## config.mk

```make
export PLATFORM = sky130hd
export DESIGN_NAME = step_ctrl
export DESIGN_NICKNAME = d
export VERILOG_FILES = /design/src/rtl/step_ctrl_pkg.sv /design/src/rtl/btn_debounce.sv /design/src/rtl/step_ctrl.sv
export SDC_FILE = /design/constraint.sdc
export NUM_CORES = 1
export LEC_CHECK = 0
export CORE_AREA = 2 2 82 92
export CTS_BUF_LIST = sky130_fd_sc_hd__clkbuf_8 sky130_fd_sc_hd__clkbuf_16
export CTS_CLUSTER_SIZE = 16
export DETAILED_ROUTE_END_ITERATION = 12
export DIE_AREA = 0 0 84 94
export HOLD_SLACK_MARGIN = 0.05
export PLACE_DENSITY = 0.86
export SLEW_MARGIN = 20
export SYNTH_ARGS = -nofsm -noshare
export SYNTH_HDL_FRONTEND = slang
export SYNTH_SLANG_ARGS = --single-unit
```

## constraint.sdc

```tcl
create_clock -name clk -period 8.3 [get_ports clk]
set_input_delay 0.83 -clock clk [delete_from_list [all_inputs] [get_ports clk]]
set_output_delay 0.83 -clock clk [all_outputs]
set_load 0.01 [all_outputs]
```

## src/rtl/step_ctrl_pkg.sv

```systemverilog
// step_ctrl_pkg: FSM state type and structural limits shared by step_ctrl and btn_debounce.
package step_ctrl_pkg;

  typedef enum logic [1:0] {
    S_PAUSE = 2'd0,
    S_RUN   = 2'd1,
    S_STEP  = 2'd2
  } step_state_e;

  localparam int MIN_SYNC_STAGES = 2;

endpackage

```

## src/rtl/btn_debounce.sv

```systemverilog
// btn_debounce: synchronizes a raw push button, accepts a level after DEBOUNCE_CYCLES
// stable cycles and emits a one-cycle press pulse on each accepted 0->1 transition.
module btn_debounce
  import step_ctrl_pkg::*;
#(
  parameter int DEBOUNCE_CYCLES = 1000000,
  parameter int SYNC_STAGES     = 2
) (
  input  logic i_clk,
  input  logic i_reset,
  input  logic i_btn,
  output logic o_press
);

  localparam int CNT_W = (DEBOUNCE_CYCLES > 1) ? $clog2(DEBOUNCE_CYCLES) : 1;
  localparam logic [CNT_W-1:0] CNT_MAX = CNT_W'(DEBOUNCE_CYCLES - 1);
  localparam logic [CNT_W-1:0] CNT_ONE = CNT_W'(1);

  logic [SYNC_STAGES-1:0] r_sync;
  logic [SYNC_STAGES-1:0] r_fill;
  logic [CNT_W-1:0]       r_cnt;
  logic                   r_level;
  logic                   r_armed;
  logic                   r_press;
  logic                   w_sync_out;
  logic                   w_differs;
  logic                   w_flip;

  if (SYNC_STAGES < MIN_SYNC_STAGES) begin : g_bad_sync
    $error("btn_debounce: SYNC_STAGES must be at least %0d", MIN_SYNC_STAGES);
  end

  assign w_sync_out = r_sync[SYNC_STAGES-1];
  assign w_differs  = w_sync_out ^ r_level;
  assign w_flip     = w_differs & (r_cnt == CNT_MAX);

  // r_armed stays low until a released button has been seen through a full
  // synchronizer, so a button held across reset never produces a press.
  always_ff @(posedge i_clk or posedge i_reset) begin
    if (i_reset) begin
      r_sync  <= '0;
      r_fill  <= '0;
      r_cnt   <= '0;
      r_level <= 1'b0;
      r_armed <= 1'b0;
      r_press <= 1'b0;
    end else begin
      r_sync <= {r_sync[SYNC_STAGES-2:0], i_btn};
      r_fill <= {r_fill[SYNC_STAGES-2:0], 1'b1};
      if (r_fill[SYNC_STAGES-1] && !w_sync_out) begin
        r_armed <= 1'b1;
      end
      if (!w_differs || w_flip) begin
        r_cnt <= '0;
      end else begin
        r_cnt <= r_cnt + CNT_ONE;
      end
      if (w_flip) begin
        r_level <= ~r_level;
      end
      r_press <= w_flip & ~r_level & r_armed;
    end
  end

  assign o_press = r_press;

endmodule

```

## src/rtl/step_ctrl.sv

```systemverilog
// step_ctrl: turns the divided slow clock into one-cycle step enables with run/pause and
// single-step buttons. Define STEP_LIMIT_EN to add the step_limit auto-pause input.
module step_ctrl
  import step_ctrl_pkg::*;
#(
  parameter int DEBOUNCE_CYCLES = 1000000,
  parameter int SYNC_STAGES     = 2,
  parameter int STEP_CNT_W      = 32
) (
  input  logic                  clk,
  input  logic                  reset,
  input  logic                  slow_clk_in,
  input  logic                  btn_run,
  input  logic                  btn_step,
`ifdef STEP_LIMIT_EN
  input  logic [STEP_CNT_W-1:0] step_limit,
`endif
  output logic                  step_en,
  output logic                  running,
  output logic [STEP_CNT_W-1:0] step_count
);

  localparam logic [STEP_CNT_W-1:0] CNT_ONE = STEP_CNT_W'(1);

  logic [SYNC_STAGES-1:0] r_slow_sync;
  logic                   r_slow_prev;
  step_state_e            r_state;
  step_state_e            w_next_state;
  logic                   r_step_en;
  logic                   r_running;
  logic [STEP_CNT_W-1:0]  r_step_count;
  logic                   w_tick;
  logic                   w_run_press;
  logic                   w_step_press;
  logic                   w_limit_hit;
  logic                   w_fire;

  if (SYNC_STAGES < MIN_SYNC_STAGES) begin : g_bad_sync
    $error("step_ctrl: SYNC_STAGES must be at least %0d", MIN_SYNC_STAGES);
  end

  btn_debounce #(
    .DEBOUNCE_CYCLES(DEBOUNCE_CYCLES),
    .SYNC_STAGES    (SYNC_STAGES)
  ) u_run_db (
    .i_clk  (clk),
    .i_reset(reset),
    .i_btn  (btn_run),
    .o_press(w_run_press)
  );

  btn_debounce #(
    .DEBOUNCE_CYCLES(DEBOUNCE_CYCLES),
    .SYNC_STAGES    (SYNC_STAGES)
  ) u_step_db (
    .i_clk  (clk),
    .i_reset(reset),
    .i_btn  (btn_step),
    .o_press(w_step_press)
  );

  assign w_tick = r_slow_sync[SYNC_STAGES-1] & ~r_slow_prev;

`ifdef STEP_LIMIT_EN
  // r_step_count has not yet counted the pulse being issued, hence the +1.
  assign w_limit_hit = w_tick && (step_limit != '0) && ((r_step_count + CNT_ONE) == step_limit);
`else
  assign w_limit_hit = 1'b0;
`endif

  always_comb begin
    w_next_state = r_state;
    w_fire       = 1'b0;
    case (r_state)
      S_PAUSE: begin
        if (w_run_press) begin
          w_next_state = S_RUN;
        end else if (w_step_press) begin
          w_next_state = S_STEP;
        end
      end
      S_RUN: begin
        w_fire = w_tick;
        if (w_run_press || w_limit_hit) begin
          w_next_state = S_PAUSE;
        end
      end
      S_STEP: begin
        w_fire       = 1'b1;
        w_next_state = S_PAUSE;
      end
      default: w_next_state = S_PAUSE;
    endcase
  end

  always_ff @(posedge clk or posedge reset) begin
    if (reset) begin
      r_slow_sync  <= '0;
      r_slow_prev  <= 1'b0;
      r_state      <= S_PAUSE;
      r_step_en    <= 1'b0;
      r_running    <= 1'b0;
      r_step_count <= '0;
    end else begin
      r_slow_sync <= {r_slow_sync[SYNC_STAGES-2:0], slow_clk_in};
      r_slow_prev <= r_slow_sync[SYNC_STAGES-1];
      r_state     <= w_next_state;
      r_step_en   <= w_fire;
      r_running   <= (w_next_state == S_RUN);
      if (r_step_en) begin
        r_step_count <= r_step_count + CNT_ONE;
      end
    end
  end

  assign step_en    = r_step_en;
  assign running    = r_running;
  assign step_count = r_step_count;

endmodule

```

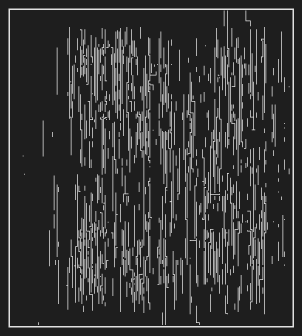
run_1/m2.png
longest straight run	28.2 µm
wire length on this layer	3,830 µm
main direction	vertical
share of all routed wire	49%

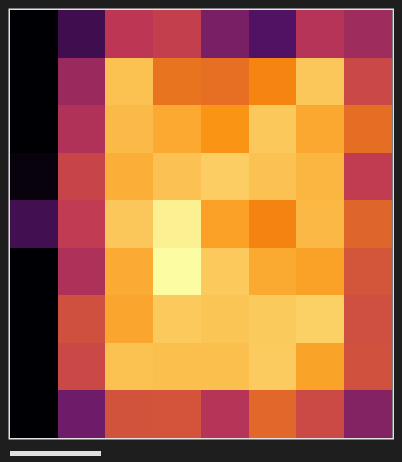
run_1/util_map.png
Bar = 20 µm. The die is cut into 8 by 9 equal tiles; black is low, pale yellow is high, 0 to 100% covered.
emptiest ninth of the die	upper left
densest ninth of the die	centre
tiles over 75% full	43%
Layout Utilization: 70.14%
fp util: 60.44%
core area: 0.006927 mm²

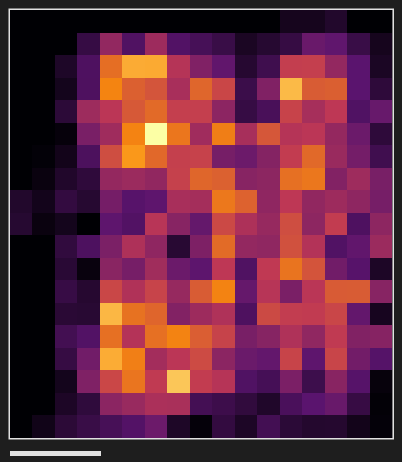
run_1/route_heat.png
Bar = 20 µm. The die is cut into 17 by 19 equal tiles; black is low, pale yellow is high, scaled to the fullest tile. Values are wire area over tile area, all layers added.
nearly empty tiles	16%
tiles over half the peak	24%
emptiest ninth of the die	middle left
DRT Wirelength: 7767 µm
GRT Overall Usage: 21.21%
via count: 3,026

==> CHANGELOG.md, run 1 <==
### Implementation results

- Postcts setup bufs: 0
- Dpl cells: 509
- Max VDD drop: 0.08256 mV
- Worst-margin pin slew: 0.7865 ns
- Clock sink count: 91
- Layout filler cell count: 479
- Data arrival time of the critical path: 2.77 ns
- Number of global-route vias before repair: 2,926
- Hold Crit Class: reg -> reg
- Clk power: 0.306 mW
- Met3 WL: 319 µm
- Post-layout minimum cycle time: 2.534 ns
- OpenROAD warning count: 28
- Yosys xor share: 12.55%
- Top delay family on crit path: simple AND/OR/NAND/NOR gates
- Dpl cell area: 0.004649 mm²
- Pwr Density: 160.1 mW/mm²
- Pwr Total: 0.7779 mW
- Post-synthesis compound-gate area fraction: 4.453%
- Cycle use final: 30.53%
- Mux area share: 0.8069%
- Final hold violation count: 0
- Nets: 446
- Startpoint types: register
- Worst Skew: 0.01021 ns
- Worst hold margin: 0.3539 ns
- Met1 usage: 27.17%
- DRC viols: 0
- DIE AREA: 0.007896 mm²
- Clock root cell: clkbuf_8
- CP bufs+invs: 1
- I/O Buffers: 38
- Slew headroom: 47.37%
- Top Metal Used: met4
- Max Slew Vio Count: 0
- Pre-antenna DRT Iters: 4
- Reg2reg end: u_run_db.r_cnt[18]
- Max Cap Violations: 0
- Top cells by area: dfrtp_1 54%, xnor2_1 8.8%, nand4_1 4.0%
- Critical path type: reg -> reg
- Max Fclk: 0.3947 GHz
- WL met2: 3829 µm
- Worst setup path endpoint: u_run_db.r_cnt[18]
- Num CTS Buffers: 9
- H-tree levels: 3
- Synthesized flop and latch total: 91
- Combinational group share of total power: 2.6%
- Top non-seq family: simple AND/OR/NAND/NOR gates
- RSZ-0062 raised after global routing: no
- Leak Pwr: 2.041 nW
- Most frequent cells in the layout: 91 x dfrtp_1, 42 x xnor2_1, 42 x nor2_1
- Met2 track demand over resource: 34.80%
- CP cell instances: ha_1 -> nand4_1 -> or2_2 -> o31ai_2 -> buf_4 -> a21oi_1
- Final setup margin: 5.766 ns
- DPL Wire Length: 5216 µm
- Std cell rows: 32
- Most common cell in the netlist: dfrtp_1
- Number of DRC markers in iteration 0: 104
- Seq/Total Area, Yosys: 54.39%
- Global-route wire length before repair: 13,450 µm
- Worst flop-to-flop path startpoint: u_run_db.r_cnt[0]
- Max incr delay on CP: 0.65 ns
- Worst Path Max Fanout: 11
- Status: finished, final reports clean
- Simple-Gate Area Share: 22.95%
- Hold EP: u_run_db.r_fill[1]
- Largest net degree at the start of global routing: 92
- Reg power frac: 58.1%
- N_diodes: 0
- # Cells Yosys: 393
- Drt wl/cell: 14.79 µm
- Layout area overhead: 16.05%
- Min-delay src: u_step_db.r_fill[0]
- Int Pwr: 0.5971 mW
- Synth unique cells: 43
[run 1: area by class of cell]
| cell class | instances | area (µm²) | area share (%) |
|---|---|---|---|
| Clock buffer | 9 | 123.9 | 2.550 |
| Clock inverter | 7 | 81.33 | 1.674 |
| Inverter | 21 | 80.08 | 1.648 |
| Multi-Input combinational cell | 272 | 1790 | 36.85 |
| Sequential cell | 91 | 2277 | 46.87 |
| Tap cell | 85 | 106.4 | 2.189 |
| Timing Repair Buffer | 40 | 399.1 | 8.215 |
[run 1: worst reg2reg max path: cells and delay by family (launching register included)]
family,cells,cell delay [ns]
and+or+nand+nor,2,0.76
AOI/OAI and AO/OA,2,0.71
DFF,1,0.41
buffers and inverters,1,0.30
adders and majority gates,1,0.24
run_1/congestion_map.png
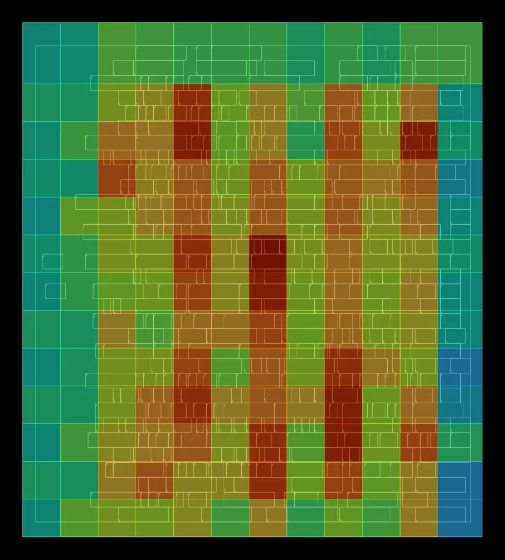

==> inputs of run 2 (changes only) <==
--- a/config.mk
+++ b/config.mk
@@ -5,13 +5,13 @@
 export SDC_FILE = /design/constraint.sdc
 export NUM_CORES = 1
 export LEC_CHECK = 0
-export CORE_AREA = 2 2 82 92
+export CORE_AREA = 2 2 90 101
 export CTS_BUF_LIST = sky130_fd_sc_hd__clkbuf_8 sky130_fd_sc_hd__clkbuf_16
 export CTS_CLUSTER_SIZE = 16
 export DETAILED_ROUTE_END_ITERATION = 12
-export DIE_AREA = 0 0 84 94
+export DIE_AREA = 0 0 92 103
 export HOLD_SLACK_MARGIN = 0.05
-export PLACE_DENSITY = 0.86
+export PLACE_DENSITY = 0.76
 export SLEW_MARGIN = 20
 export SYNTH_ARGS = -nofsm -noshare
 export SYNTH_HDL_FRONTEND = slang
==> constraint.sdc (replaced) <==
create_clock -name clk -period 2.2 [get_ports clk]
set_input_delay 0.22 -clock clk [delete_from_list [all_inputs] [get_ports clk]]
set_output_delay 0.22 -clock clk [all_outputs]
set_load 0.01 [all_outputs]
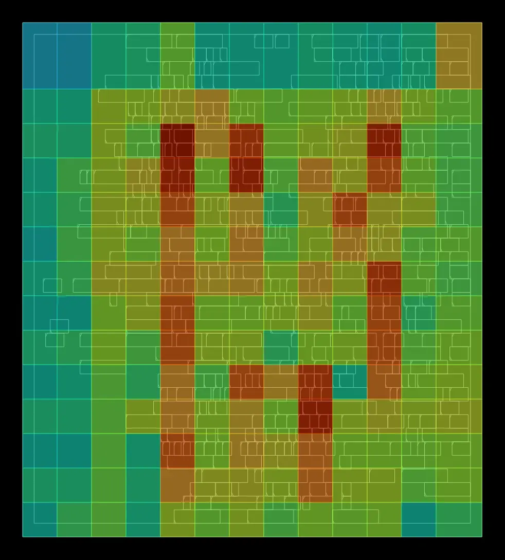
run_2/congestion_map.png
Layout Utilization: 57.85%
gr busiest metal: met2
met2 track demand over resource: 28.39%
drt wl/cell: 13.58 µm
met1 usage: 21.73%

==> run 2 against run 1 <==
Wire length down 2.4%. Combinational power rose to 4.2 times the previous value. Clock power rose to 3.9 times the previous value. Sequential power rose to 3.8 times the previous value. Clock-buffer cell count unchanged.
==> CHANGELOG.md, run 2 <==
### Implementation results

- Status: finished, final reports clean
- Reg power frac: 57.2%
- Logic area: 0.001790 mm²
- Clock buf count: 9
- Global-route wire length before repair: 13,160 µm
- Post-synthesis compound-gate area fraction: 4.453%
- Die X: 92 µm
- Number of global-route vias before repair: 2,882
- Clock root cell: clkbuf_8
- Layout area overhead: 18.26%
- Pre-CTS setup slack: 0.3084 ns
- # Taps: 114
- Fp util: 48.92%
- Top Metal Used: met4
- Leading cell kind: flip-flops and latches
- Worst path required time: 2.45 ns
- Logic Gate Count: 272
- Bufs w/o clock: 44
- Final-layout clock-cell area share: 4.195%
- Final hold violation count: 0
- Synthesized flop and latch total: 91
- Hold Crit Class: in -> async
- Seq/Total Area, Yosys: 54.39%
- CP cell instances: ha_1 -> nand2_1 -> or3_1 -> o31ai_4 -> buf_4 -> nor2_1
- DRC viols: 0
- Vert. Die Dim: 103 µm
- Top cells by area: dfrtp_1 54%, xnor2_1 8.8%, nand4_1 4.0%
- H-tree levels: 3
- DPL Wire Length: 5303 µm
- Most common cell in the netlist: dfrtp_1
- Worst-margin pin slew: 0.5988 ns
- Register share of the cell area: 45.99%
- RSZ-0062 raised after global routing: no
- Startpoint types: register
- Clock sink count: 91
- Number of DRC markers in iteration 0: 184
- Core area: 0.008558 mm²
- Leak Pwr: 2.077 nW
- OpenROAD warning count: 28
- Post_cts resized: 0
- Synth unique cells: 43
- DIE AREA: 0.009476 mm²
- Num CTS Buffers: 9
- Combinational share of cell area: 36.16%
- Layout cell share with drive strength beyond 1: 8.559%
- Cell taking the most area after synthesis: dfrtp_1
- Int Pwr: 2.344 mW
- Most frequent cells in the layout: 91 x dfrtp_1, 42 x xnor2_1, 42 x nor2_1
- WL met2: 3705 µm
- Flop count: 91
- Met3 WL: 316 µm
- Yosys xor share: 12.55%
- Worst Path Max Fanout: 19
- N_diodes: 0
- I/O Buffers: 38
- Pwr Total: 2.978 mW
- Data arrival time of the critical path: 2.16 ns
- Pwr Density: 601.5 mW/mm²
- Cycle use final: 87.12%
- Nets: 450
- Inverters: 21
- Max VDD drop: 0.3168 mV
- Max Cap Violations: 0
- Non-clk buf share: 9.098%
- Mux area share: 0.8069%
- Simple-Gate Area Share: 22.95%
- Combinational group share of total power: 2.9%
- DRT met1 WL: 3391 µm
- Clk power: 1.19 mW
- Final setup margin: 0.2833 ns
- Max Fclk: 0.5217 GHz
- Worst hold margin: 0.2683 ns
- Pre-antenna DRT Iters: 5
- Post-layout minimum cycle time: 1.917 ns
- FF+latch area: 0.002277 mm²
- # Cells Yosys: 393
- Std cell rows: 36
- Slew headroom: 59.99%
- Postcts setup bufs: 0
- Layout filler cell count: 722
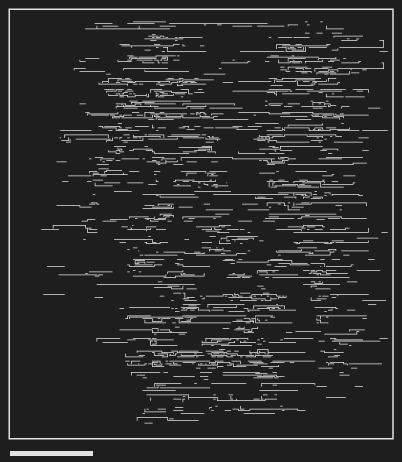
run_2/m1.png
Bar = 20 µm.
wire length on this layer	3,390 µm
nets with wire on the layer	392
main direction	horizontal
share of all routed wire	45%
longest straight run	23.5 µm
via count: 3,045
DRT Wirelength: 7579 µm

## run 2: cell counts after synthesis
No cell type changed its count.
## run 2: worst paths after layout
| path | startpoint | to |
|---|---|---|
| max | u_step_db.r_cnt[0] | u_step_db.r_cnt[14] |
| max in group asynchronous | reset | u_step_db.r_cnt[10] |
| min in group clk | btn_run | u_run_db.r_sync[0] |
| min | reset | u_run_db.r_cnt[13] |
| max reg2reg | u_step_db.r_cnt[0] | u_step_db.r_cnt[14] |
| min reg2reg | u_run_db.r_sync[0] | u_run_db.r_sync[1] |
## run 2: metrics by stage
step / utilization (%) / cells / cell area, µm²
final: 57.85 / 558 / 4951
after global routing: 57.85 / 558 / 4951
after CTS: 57.85 / 558 / 4951
after detailed placement: 55.42 / 542 / 4743
after global placement: 55.42 / 542 / 4743
after floorplan: - / 393 / 4190
Power is estimated from default activity; no workload was simulated.
